<file path="src/rtl/led_chase_game.sv">
// LED chase game core: a lit LED sweeps at a level-dependent rate,
// and a synchronised stop button scores a hit on the target LED.
module led_chase_game #(
  parameter int N_LEDS      = 8,
  parameter int BASE_DIV    = 16,
  parameter int DIV_STEP    = 2,
  parameter int MAX_LEVEL   = 7,
  parameter int HOLD_CYCLES = 32,
  parameter int SCORE_W     = 8,
  parameter int IDX_W       = $clog2(N_LEDS),
  parameter int LVL_W       = $clog2(MAX_LEVEL + 1)
) (
  input  logic               clk,
  input  logic               reset,
  input  logic [IDX_W-1:0]   stop_led,
  input  logic               stop_button,
  input  logic               bounce_mode,
  output logic [N_LEDS-1:0]  leds,
  output logic               result_valid,
  output logic               win,
  output logic [SCORE_W-1:0] score,
  output logic [LVL_W-1:0]   level
);

  localparam int CNT_W = $clog2(BASE_DIV + 1);
  localparam int HLD_W = $clog2(HOLD_CYCLES + 1);
  localparam logic [IDX_W-1:0] LAST = IDX_W'(N_LEDS - 1);

  typedef enum logic {RUN, HOLD} state_e;

  state_e state_q, state_d;
  logic [IDX_W-1:0]   pos_q, pos_d, nxt_pos;
  logic               dir_q, dir_d, nxt_dir;
  logic [CNT_W-1:0]   cnt_q, cnt_d, last_cnt;
  logic [HLD_W-1:0]   hold_q, hold_d;
  logic               s1_q, s2_q, s3_q;
  logic               v1_q, v2_q;
  logic               armed_q, armed_d;
  logic [N_LEDS-1:0]  leds_q, leds_d;
  logic               rv_q, rv_d;
  logic               win_q, win_d;
  logic [SCORE_W-1:0] score_q, score_d;
  logic [LVL_W-1:0]   level_q, level_d;
  logic               press, step, hit;
  int                 period;

  always_comb begin
    period = BASE_DIV - int'(level_q) * DIV_STEP;
    if (period < 1) period = 1;
    last_cnt = CNT_W'(period - 1);
  end

  always_comb begin
    nxt_pos = pos_q;
    nxt_dir = dir_q;
    unique case (1'b1)
      !bounce_mode: begin
        nxt_dir = 1'b0;
        nxt_pos = (pos_q == LAST) ? '0 : pos_q + 1'b1;
      end
      bounce_mode && !dir_q: begin
        if (pos_q == LAST) begin
          nxt_pos = IDX_W'(N_LEDS - 2);
          nxt_dir = 1'b1;
        end else begin
          nxt_pos = pos_q + 1'b1;
        end
      end
      default: begin
        if (pos_q == '0) begin
          nxt_pos = IDX_W'(1);
          nxt_dir = 1'b0;
        end else begin
          nxt_pos = pos_q - 1'b1;
        end
      end
    endcase
  end

  // a held button is only armed once a real low sample has been seen
  assign press = armed_q & s2_q & ~s3_q;
  assign step  = (cnt_q == last_cnt);
  assign hit   = (stop_led == pos_q) && (int'(stop_led) < N_LEDS);

  always_comb begin
    state_d = state_q;
    pos_d   = pos_q;
    dir_d   = dir_q;
    cnt_d   = cnt_q;
    hold_d  = hold_q;
    win_d   = win_q;
    score_d = score_q;
    level_d = level_q;
    armed_d = armed_q | (v2_q & ~s2_q);
    unique case (state_q)
      RUN: begin
        if (press) begin
          state_d = HOLD;
          cnt_d   = '0;
          hold_d  = '0;
          win_d   = hit;
          if (hit) begin
            if (score_q != '1) score_d = score_q + 1'b1;
            if (level_q != LVL_W'(MAX_LEVEL)) level_d = level_q + 1'b1;
          end else begin
            level_d = '0;
          end
        end else if (step) begin
          cnt_d = '0;
          pos_d = nxt_pos;
          dir_d = nxt_dir;
        end else begin
          cnt_d = cnt_q + 1'b1;
        end
      end
      HOLD: begin
        if (hold_q == HLD_W'(HOLD_CYCLES - 1)) begin
          state_d = RUN;
          cnt_d   = '0;
        end else begin
          hold_d = hold_q + 1'b1;
        end
      end
      default: state_d = RUN;
    endcase
    leds_d        = '0;
    leds_d[pos_d] = 1'b1;
    rv_d          = (state_d == HOLD);
  end

  always_ff @(posedge clk or negedge reset) begin
    if (!reset) begin
      state_q <= RUN;
      pos_q   <= '0;
      dir_q   <= 1'b0;
      cnt_q   <= '0;
      hold_q  <= '0;
      s1_q    <= 1'b0;
      s2_q    <= 1'b0;
      s3_q    <= 1'b0;
      v1_q    <= 1'b0;
      v2_q    <= 1'b0;
      armed_q <= 1'b0;
      leds_q  <= N_LEDS'(1);
      rv_q    <= 1'b0;
      win_q   <= 1'b0;
      score_q <= '0;
      level_q <= '0;
    end else begin
      state_q <= state_d;
      pos_q   <= pos_d;
      dir_q   <= dir_d;
      cnt_q   <= cnt_d;
      hold_q  <= hold_d;
      s1_q    <= stop_button;
      s2_q    <= s1_q;
      s3_q    <= s2_q;
      v1_q    <= 1'b1;
      v2_q    <= v1_q;
      armed_q <= armed_d;
      leds_q  <= leds_d;
      rv_q    <= rv_d;
      win_q   <= win_d;
      score_q <= score_d;
      level_q <= level_d;
    end
  end

  assign leds         = leds_q;
  assign result_valid = rv_q;
  assign win          = win_q;
  assign score        = score_q;
  assign level        = level_q;

endmodule

</file>
<file path="config.mk">
export PLATFORM = sky130hd
export DESIGN_NAME = led_chase_game
export DESIGN_NICKNAME = d
export VERILOG_FILES = /design/src/rtl/led_chase_game.sv
export SDC_FILE = /design/constraint.sdc
export NUM_CORES = 1
export LEC_CHECK = 0
export CAP_MARGIN = 5
export CORE_MARGIN = 2
export CORE_UTILIZATION = 35
export DETAILED_ROUTE_END_ITERATION = 8
export SYNTH_ARGS = -nofsm -noshare
export SYNTH_HDL_FRONTEND = slang
export SYNTH_SLANG_ARGS = --single-unit
</file>
<file path="constraint.sdc">
create_clock -name clk -period 2.5 [get_ports clk]
set_input_delay 0.5 -clock clk [delete_from_list [all_inputs] [get_ports clk]]
set_output_delay 0.5 -clock clk [all_outputs]
set_load 0.005 [all_outputs]
</file>
==> impl_metrics.tcl <==
# collected from the flow reports
set metrics [dict create \
    combinationalPowerShare_pct 38.3 \
    htreeDepth 2 \
    fin_cells 332 \
    power_clock_mw 0.636 \
    fin_skew_ns 0.00336 \
    via_count 1641 \
    peakVddDrop_uv 526 \
    wire_per_inst_um 14.0 \
    grt_antenna_before_repair 0 \
    ys_top_cells_by_area "dfrtp_1 (45%), ha_1 (7.1%), xnor2_1 (4.6%), nand2_1 (3.8%), mux2i_1 (3.1%)" \
    post-cts-setup-buffer-count 0 \
    area_delta_synth_final_pct 25.1 \
    top_area_cell "dfrtp_1" \
    tightest_slew_ns 0.528 \
    grt_pass1_vias 1543 \
    power_density_nw_per_um2 893 \
    powerComb_mw 0.978 \
    path_class "reg2reg" \
    place_inst 323 \
    grt_usage_pct 13.8 \
    reg2reg_from "level[0]" \
    crit_path_end "leds[4]" \
    ff_type "dfrtp_1" \
    syn_nets 238 \
    timing.final.crit_share_pct 94.1 \
    worstPathRequired_ns 2.68 \
    slew_headroom_pct 64.7 \
    r2r-end "leds[4]" \
    fp_util_pct 36.2 \
    top_cell_area_share_pct 44.9 \
    drtPass1Iterations 4 \
    ys_sh_mux_pct 7.50 \
    drc_errors 0 \
    path_max_fanout 12 \
    dp_hpwl_um 3340 \
    top_cells_by_count "dfrtp_1 (41), nand2_1 (23), inv_1 (14), ha_1 (13), xnor2_1 (12)" \
    first_iter_violations 70 \
    fin_setup_tns_ns 0 \
    switching_share_pct 33.8 \
    final.setup.worst_slack_ns 0.147 \
    top_logic_kind "simple AND/OR/NAND/NOR gates" \
    warning_count 32 \
    worstPathArrival_ns 2.53 \
    root_buffer "clkbuf_8" \
    ff2ff_setup_slack_ns 0.15 \
    place_area_um2 2690 \
    outcome "finished, final reports clean" \
    layout_min_cycle_time_ns 2.35 \
    yosysMostFrequentCell "dfrtp_1" \
    clk_pin_slew_ns 0.08 \
    ys_cells 218 \
    max-clock-path-buffers 2 \
    mostFrequentLayoutCell "dfrtp_1" \
    gp_congestion 0.794 \
    whs_ns 0.110 \
    r2r_cells 8 \
    lay_top_cells "dfrtp_1 (41), clkdlybuf4s50_1 (26), nand2_1 (23)" \
    cts_tree "done" \
    crit_start "level[0]" \
    max_freq_mhz 425 \
    p_clk_share_pct 24.9 \
    ys_types 46 \
    synth-edff-count 0 \
    die_y_um 84.8 \
    avgSynthCellArea_um2 10.5 \
    die_w_um 84.8 \
    ctsHoldBuffers 0 \
    ys_warn_count 0 \
    fa_ha_area_share_pct 7.12 \
    syn_inst 218 \
    chipArea_um2 7190 \
    drtAntennaViolNets 0 \
    async_flop_share_pct 100 \
    leakage_nw 1.26 \
    endpoint_kind "register" \
]
routing by layer:
metal | global-route usage (%) | part of all wire, % | vias up
li1 | - | - | 826
met1 | 19.8 | 49 | 792
met2 | 21.6 | 48 | 19
met3 | 2.46 | 2.0 | 4
met4 | 3.46 | 0.97 | 0
met5 | 0 | 0 | -
layout make-up:
class | count | area, um^2
clock buffers | 5 | 68.8
clock inverters | 3 | 68.8
fillers | 609 | 3450
inverters | 14 | 52.6
multi-input cells | 155 | 1170
flip-flops and latches | 42 | 1050
well taps | 77 | 96.3
repair buffers | 36 | 345
critical path, cell delays in order, from the launching register on:
cell	delay (ns)
dfrtp_1	0.36
inv_1	0.09
ha_1	0.25
nand2b_2	0.24
a2111oi_4	0.42
o221ai_4	0.20
nor3_4	0.18
buf_12	0.17
mux2_2	0.33
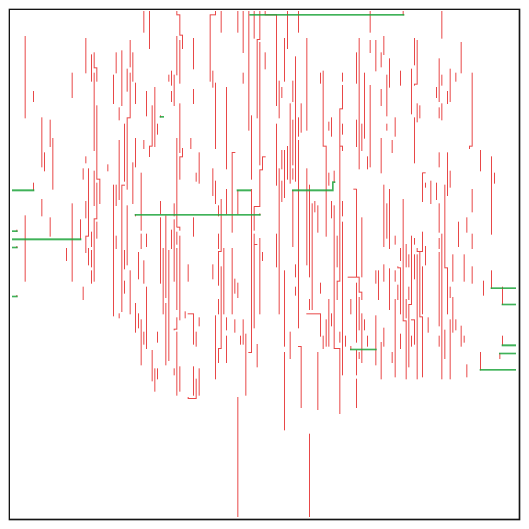
(images/layers.png)
(6 px per um) Only two layers are drawn.
- green: M3 (wire length 94.0 um)
- red: M2 (wire length 2200 um)

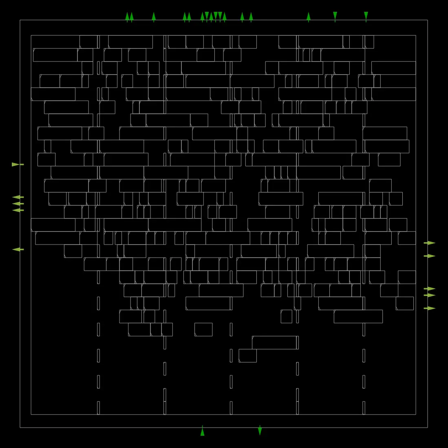
(images/placed.png)
register share of the cell area: 36.8%
Layout fillers: 609
FP Rows: 29
Final Util: 45.3%

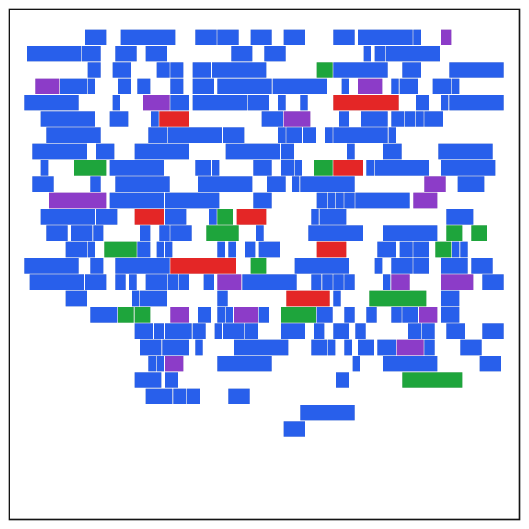
(images/sizing.png)
(6 px per um)
- purple: x2 (cells 16; share 6.3%; most used mux2_2)
- green: x3 and x4 (cells 15; share 5.9%; most used buf_4)
- red: x6 and larger (cells 8; share 3.1%; most used clkbuf_8)
- blue: x1 and smaller (cells 216; share 85%; most used dfrtp_1)

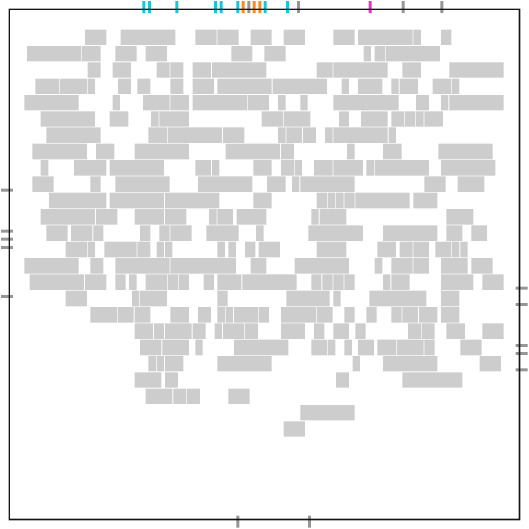
(images/pinout.png)
(6 px per um) Pins as bars across the die edge, other pins in gray.
- orange: stop_led (pins 3; direction input; edge top)
- magenta: result_valid (pins 1; direction output; edge top)
- cyan: score (pins 8; direction output; edge top)
- all pins by edge: 16 top, 5 left, 5 right, 2 bottom

